**Run 1: routing congestion**

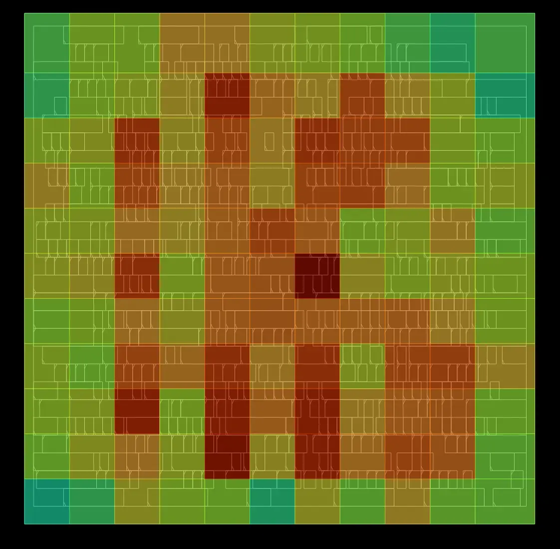
**Run 1: signal wires by layer**

The bar under the picture is 20 um long. Only two layers are drawn.
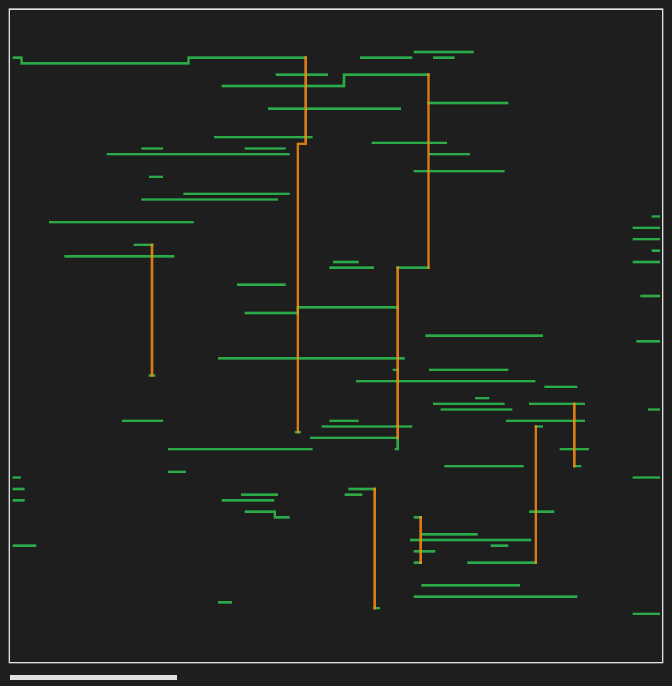
**Run 1: zoomed window**

The bar under the picture is 5 um long. Region (49, 49) to (69, 69) um. Cells in gray, sequential cells in the stronger gray; small squares are vias.
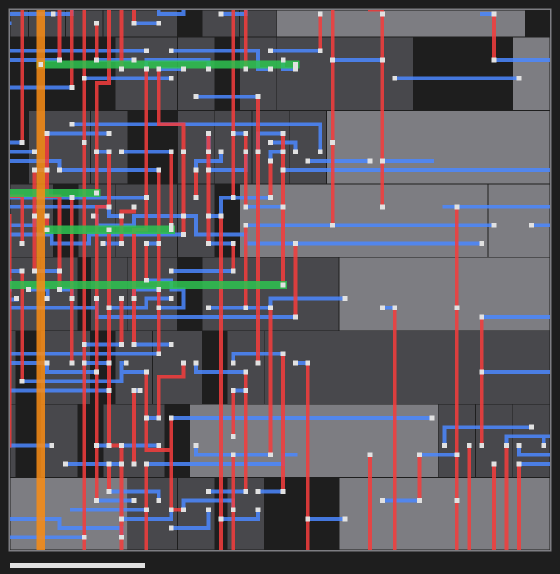
**Run 1: wire density map**

16 x 16 tiles, from white (low) to dark blue (high), scaled to the fullest tile. Values are wire area over tile area, all layers added.
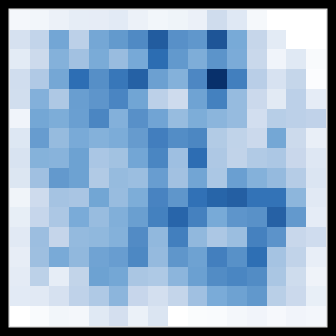
Design freq_meter, sky130hd; sources not shown.
==> run summary, run 1 <==
fresh numbers from the pnr run: Well Taps=72, global-route wire length before repair=15.0 mm, PostCTS Resize Cnt=0, CP required=4940 ps, DRT antenna net count=0, yosys warns=0, syn_area_per_cell=6.99 sq um, dominant kind of combinational cell=simple AND/OR/NAND/NOR gates, CP peak stage delay=500 ps, met2 routed WL=4.20 mm, Root Buffer=clkbuf_8, Port Buffers=23, outcome=completed, met3 Track Usage GR=6.28%, Max stage delay cell, worst path=clkdlybuf4s50_1, Seq power=703 uW, Placed Cells=622, Post-CTS Setup Bufs=0, GPL Wtd Cong=0.904, Logic cell area=1870 sq um, total CTS buffers=9, number of global-route vias before repair=3,270, fin crit period=2290 ps, Post-Syn Nets=546, top cells by count=220 x nand2_1, 65 x dfrtp_1, 61 x nor2_1, maximum vdd drop=305 uV, Seq cells=65, final worst path period share=48.8%, Stages on worst setup path=9, critical path class=in -> reg, met1 wire length=4.08 mm, Final Setup Violations=0, Max Cap Viol=0, asr flop ratio synth=100%, Comb. pwr=405 uW, CTS hold repair buffers=0, sequential cell area share=38.1%, most frequent logic cell in the layout=nand2_1, clock skew=8.32 ps
-- 'routing congestion' (at the start) --
met1 Resource Use GR: 42.9%
per-cell routed wire length: 14.1 um
global route hottest layer: met2
fin util: 77.0%
All-Layer GR Usage: 31.9%

-- 'signal wires by layer' (at the start) --
Key: M4 = orange [wire length 149 um]; M3 = green [wire length 555 um]
final WL: 8.98 mm
via count: 3,597

-- 'zoomed window' (at the start) --
Key: M2 = red; M4 = orange; M1 = blue; M3 = green
Most frequent: nand2_1 (16), dfrtp_1 (5), nand3_1 (5). Sequential cells in the window: 5. 37 logic cells have their middle in the window.

-- 'wire density map' (at the start) --
33% of the tiles are over half the peak. The fullest tile reaches 0.63. 3.1% of the tiles are nearly empty. The mean over all tiles is 0.24.

**Run 1: metal 1**

The bar under the picture is 20 um long. Cells faint in the background.
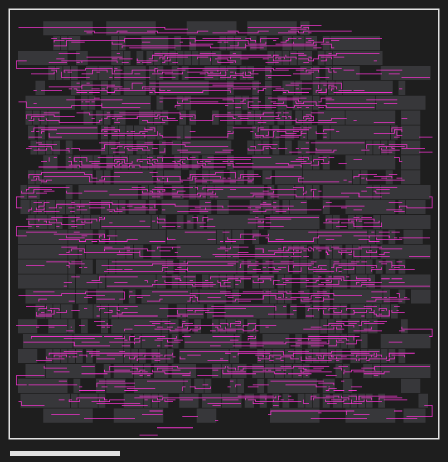

--- run 2 (diff from run 1) ---
--- a/config.mk
+++ b/config.mk
@@ -6,12 +6,12 @@
 export NUM_CORES = 1
 export LEC_CHECK = 0
 export ABC_AREA = 1
-export CORE_UTILIZATION = 65
+export CORE_UTILIZATION = 62
 export CTS_BUF_LIST = sky130_fd_sc_hd__clkbuf_8
 export CTS_CLUSTER_DIAMETER = 30
 export DETAILED_ROUTE_END_ITERATION = 12
 export HOLD_SLACK_MARGIN = 0.12
-export PLACE_DENSITY = 0.9
+export PLACE_DENSITY = 0.87
 export SLEW_MARGIN = 40
 export SYNTH_ARGS = -nofsm -noshare
 export SYNTH_HDL_FRONTEND = slang
==> constraint.sdc (replaced) <==
create_clock -name Clk -period 2.2 [get_ports Clk]
set_input_delay 0.33 -clock Clk [delete_from_list [all_inputs] [get_ports Clk]]
set_output_delay 0.33 -clock Clk [all_outputs]
set_load 0.01 [all_outputs]
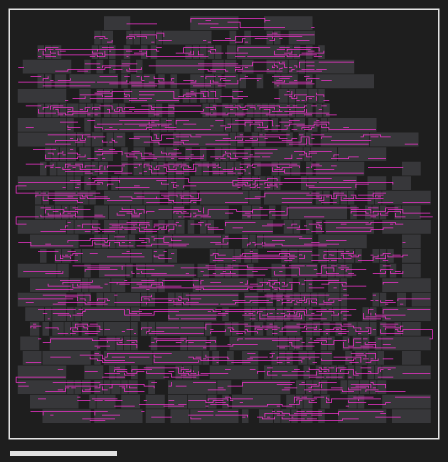
**Above:** run 2 (metal 1).
The bar under the picture is 20 um long. Cells faint in the background.
The wires run mostly horizontal. The layer carries 3,890 um of wire. The longest straight run is 23.9 um. 525 nets have wire on it.
met1 Resource Use GR: 40.0%
via count: 3,640
final WL: 9.01 mm

==> run summary, run 2 <==
fresh numbers from the pnr run: outcome=completed, PostCTS Resize Cnt=0 (unchanged), Seq power=1500 uW (+110%), syn_area_per_cell=6.99 sq um (unchanged), DRT antenna net count=0 (unchanged), dominant kind of combinational cell=simple AND/OR/NAND/NOR gates, global-route wire length before repair=15.0 mm (-0.41%), MI comb cells=411, GPL Wtd Cong=0.935 (+3.4%), clock skew=11.2 ps (+2.89 ps), most frequent logic cell in the layout=nand2_1, Well Taps=75 (+4.2%), CTS hold repair buffers=1 (+1), placed instance area=4070 sq um, Logic cell area=1870 sq um (unchanged), CP required=2470 ps (-2470 ps), critical path class=reg -> reg, fin crit period=2020 ps, Seq cells=65 (unchanged), yosys warns=0 (unchanged), sequential cell area share=37.9% (-0.28 points), total CTS buffers=9 (unchanged), switching power total=1270 uW, asr flop ratio synth=100% (unchanged), Worst Tran Pin Value=538 ps, met3 Track Usage GR=5.14% (-1.1 points), number of flip-flops in the largest register=26, Comb. pwr=870 uW (+110%), FF+latch area=1630 sq um, Max Cap Viol=0 (unchanged), Root Buffer=clkbuf_8, Port Buffers=23 (unchanged), hold violation count in the final report=0, met1 wire length=3.89 mm (-4.5%), Max stage delay cell, worst path=nand4_1, number of global-route vias before repair=3,296 (+0.80%), global route hottest layer=met2, Final Setup Violations=0 (unchanged), fin util=73.0% (-4.0 points), met2 routed WL=4.32 mm (+2.8%), CP startpoint kind=register, Placed Cells=629 (+1.1%), CP peak stage delay=480 ps (-20 ps), final worst path period share=92.0%, maximum vdd drop=512 uV (+68%), Antenna Cells=0, top sig layer=met4, Post-CTS Setup Bufs=0 (unchanged), crit end category=register
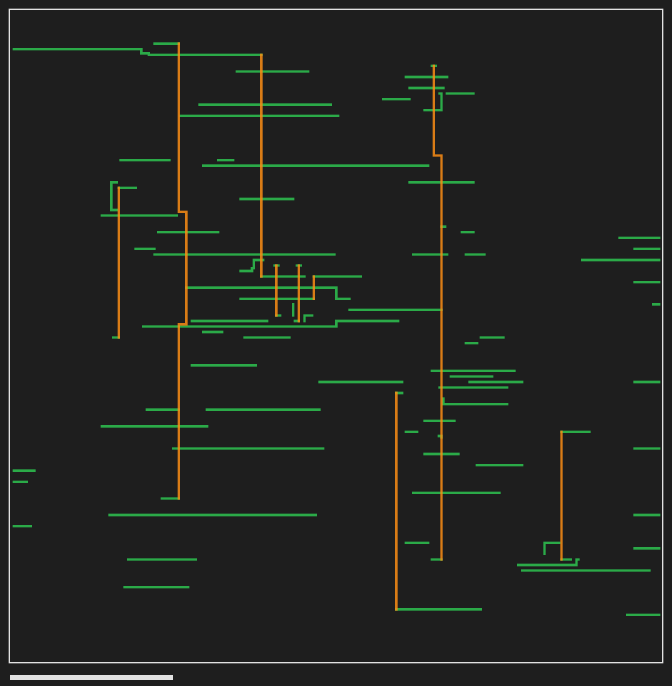
**Above:** run 2 (signal wires by layer).
The bar under the picture is 20 um long. Only two layers are drawn.
Key: M3 = green [wire length 582 um]; M4 = orange [wire length 222 um]
per-cell routed wire length: 14.0 um
All-Layer GR Usage: 30.8%

Power figures rest on the tool's default switching activity, not on a simulated workload.
